Fig. 1: metal 2
Scale: 8 px per um.
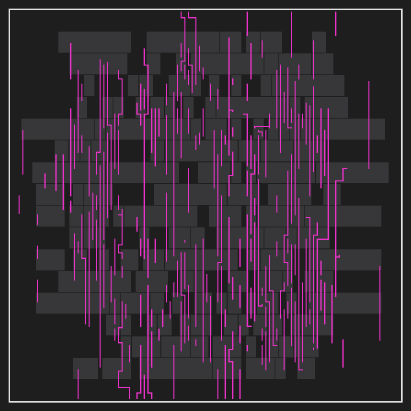
Fig. 2: pin map
Scale: 6 px per um. Pins as bars across the die edge, other pins in grey.
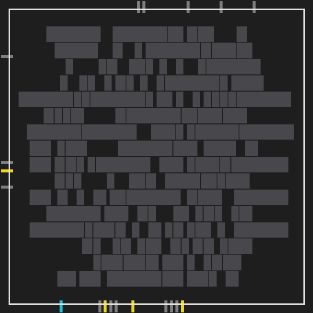
Fig. 3: clock nets
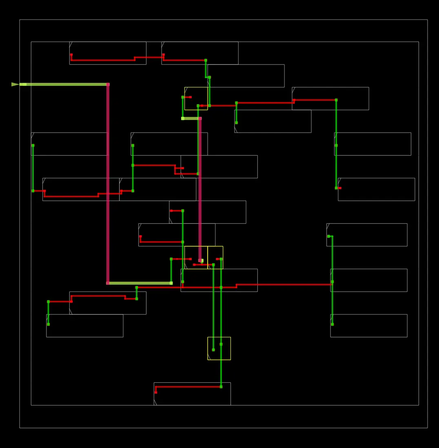
Fig. 4: placed cells, one colour a class
Scale: 8 px per um. Fill, decap, tap and diode cells in grey.
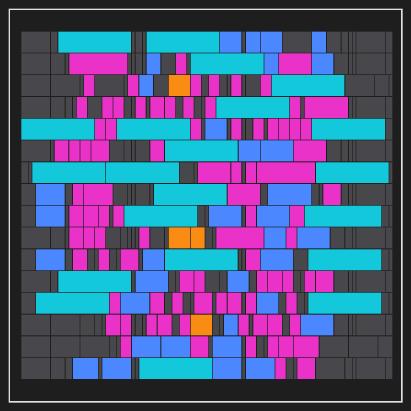
==> config.mk <==
export PLATFORM = sky130hd
export DESIGN_NAME = serial_subtractor_4bit
export DESIGN_NICKNAME = d
export VERILOG_FILES = /design/src/rtl/arith_pkg.sv /design/src/rtl/full_subtractor.sv /design/src/rtl/serial_subtractor_4bit.sv
export SDC_FILE = /design/constraint.sdc
export NUM_CORES = 1
export LEC_CHECK = 0
export ABC_AREA = 1
export CORE_MARGIN = 1
export CORE_UTILIZATION = 45
export DETAILED_ROUTE_END_ITERATION = 10
export GPL_TIMING_DRIVEN = 0
export PLACE_DENSITY = 0.73
export SLEW_MARGIN = 5
export SYNTH_ARGS = -nofsm -noshare
export SYNTH_HDL_FRONTEND = slang
export SYNTH_HIERARCHICAL = 1
export SYNTH_SLANG_ARGS = --single-unit
==> constraint.sdc <==
create_clock -name clk -period 1.17 [get_ports clk]
set_clock_uncertainty 0.1 [all_clocks]
set_input_delay 0.2925 -clock clk [delete_from_list [all_inputs] [get_ports clk]]
set_output_delay 0.2925 -clock clk [all_outputs]
set_load 0.01 [all_outputs]
==> summary.txt <==
yosys + openroad results -> CP top delay family=flip-flops, count of nets left with antenna violations after detail routing=0, share of final-layout standard cells stronger than drive strength 1=0.3154, start-to-end type of the worst setup path=flip-flop to output pin, via count normalized by instance count=4.926, period utilization=1.278, Top-Level Pins=19, CTS sink count=21, capturing element type of the critical path=output pin, Critical Path Fanout Max=4, final hold viol count=0, CTS tree=yes, clock-pin transition on the worst setup and hold timing paths=0.12 ns, largest net degree at the start of global routing=22, Slowest-stage cell, CP=dfrtp_2, synthesized area divided by synthesized cell count=8.606 um2, minimum setup slack among reg-to-reg paths=-0.11 ns, run status=finished with violations, Non-Filler Instances=176, Top cells excl fill/tap=nand2_1 (44), dfrtp_1 (20), nand3_1 (15), count of inserted antenna diode cells=0, crit start category=flip-flop, DRC errors left=0, total tool warning count=29, number of buffers and inverters on the critical path=2, worst r2r path cells=7, CTS H-tree lvls=1, final setup violation count=27, root cell of the clock tree=clkbuf_4, highest ir drop seen on vdd=1.296 mV, path length in cells of the critical path=3, Req. time, crit path=0.78 ns, Layout Nets=164, area grow syn2layout=37.80%, area occupied by multi-input gates=426.7 um2, total global routing overflow=0, Initial DRC Count=20, global-route usage over all layers=0.2031, violations in the final reports=setup timing, dominant logic cell type in the layout=nand2_1, sequential cell area in the final layout=526.8 um2, Init Core Util=0.4895, worst slack at placement=-0.4908 ns, setup ws final=-0.3258 ns
About Fig. 1:
The wires run mostly vertical. The layer carries 1170 um of wire. 139 nets have wire on it. The longest straight run is 25.2 um. The layer holds 53% of the routed length.
total vias in the final route: 867
grt met2 use: 0.3519

About Fig. 2:
Cyan shows `rst_n`, pins 1, direction input, edge south. Yellow shows `a`, pins 4, direction input, edge 3 south, 1 west.
die outline width: 48.90 um
input/output buffers: 18
Die Height: 48.90 um

About Fig. 3:
Inserted Clock Buffers: 3
Clock net power: 360 uW
Clock Buffer Count: 3
Clk Latency, worst-skew pair: 0.31 ns

About Fig. 4:
Orange shows clock drivers and dummy loads, cells 4. Cyan shows flops, cells 21. Blue shows other buffers and delay cells, cells 34. Magenta shows all other logic, cells 90.
site row count: 16
sequential cell area share: 0.3862

routing by layer:
metal  track usage  vias up  wire length, um
met5             0        -                0
met4        0.1127        0               62
met3       0.03738        6               47
met2        0.3519       12             1172
met1        0.2353      426              941
li1              -      423                -
Yosys cell counts (all sizes together):
| cell type | instances | area share |
|---|---|---|
| nand3 | 16 | 0.081 |
| o21ai | 5 | 0.029 |
| dfrtp | 21 | 0.53 |
| nor2 | 3 | 0.027 |
| buf | 4 | 0.039 |
| inv | 11 | 0.044 |
| fa | 1 | 0.020 |
| nand2 | 53 | 0.22 |
| ha | 1 | 0.013 |
what timing repair did:
| action | 4_1_cts | 5_1_grt |
|---|---|---|
| hold buffers | 0 | 0 |
| endpoints found under the setup margin | 39 | 25 |
| hold endpoints to repair | 0 | 0 |
| setup buffers | 8 | 4 |
| gates resized | 39 | 19 |
| pin swaps | 0 | 5 |
| cloned | 1 | 0 |
power breakdown:
group / internal (mW) / switching, mW
registers: 1.06 / 0.241
logic: 0.890 / 1.01
clock network: 0.128 / 0.232
metrics by stage:
stage          total power [mW]    util  area, um2  hold WS (ns)  TNS [ns]
2_1_floorplan             2.245       -      989.7       -0.1031  -0.01540
3_3_place_gp              2.681  0.5953       1204        0.3570    -12.03
3_5_place_dp              2.752  0.5953       1204        0.3581    -13.15
4_1_cts                   3.303  0.6386       1291        0.1580    -2.072
5_1_grt                   3.831  0.6745       1364        0.1957    -4.143
6_report                  3.557  0.6745       1364        0.1164    -2.662
cells by family (layout without fill, tap and decap cells):
family | Yosys count | count (layout) | share of synthesized area
and+or+nand+nor | 72 | 72 | 0.3236
DFF | 21 | 21 | 0.5310
buffers and inverters | 15 | 49 | 0.08343
AOI/OAI and AO/OA | 5 | 5 | 0.02907
adders and majority gates | 2 | 2 | 0.03287
area by class of cell:
type | count | area share
timing repair buffer | 31 | 0.1982
tap | 27 | 0.02477
multi-input combinational | 79 | 0.3128
clock inverter | 1 | 0.003670
inverter | 11 | 0.03578
clock buffer | 3 | 0.01651
sequential | 21 | 0.3862
buffer | 3 | 0.02202
Power figures rest on the tool's default switching activity, not on a simulated workload.
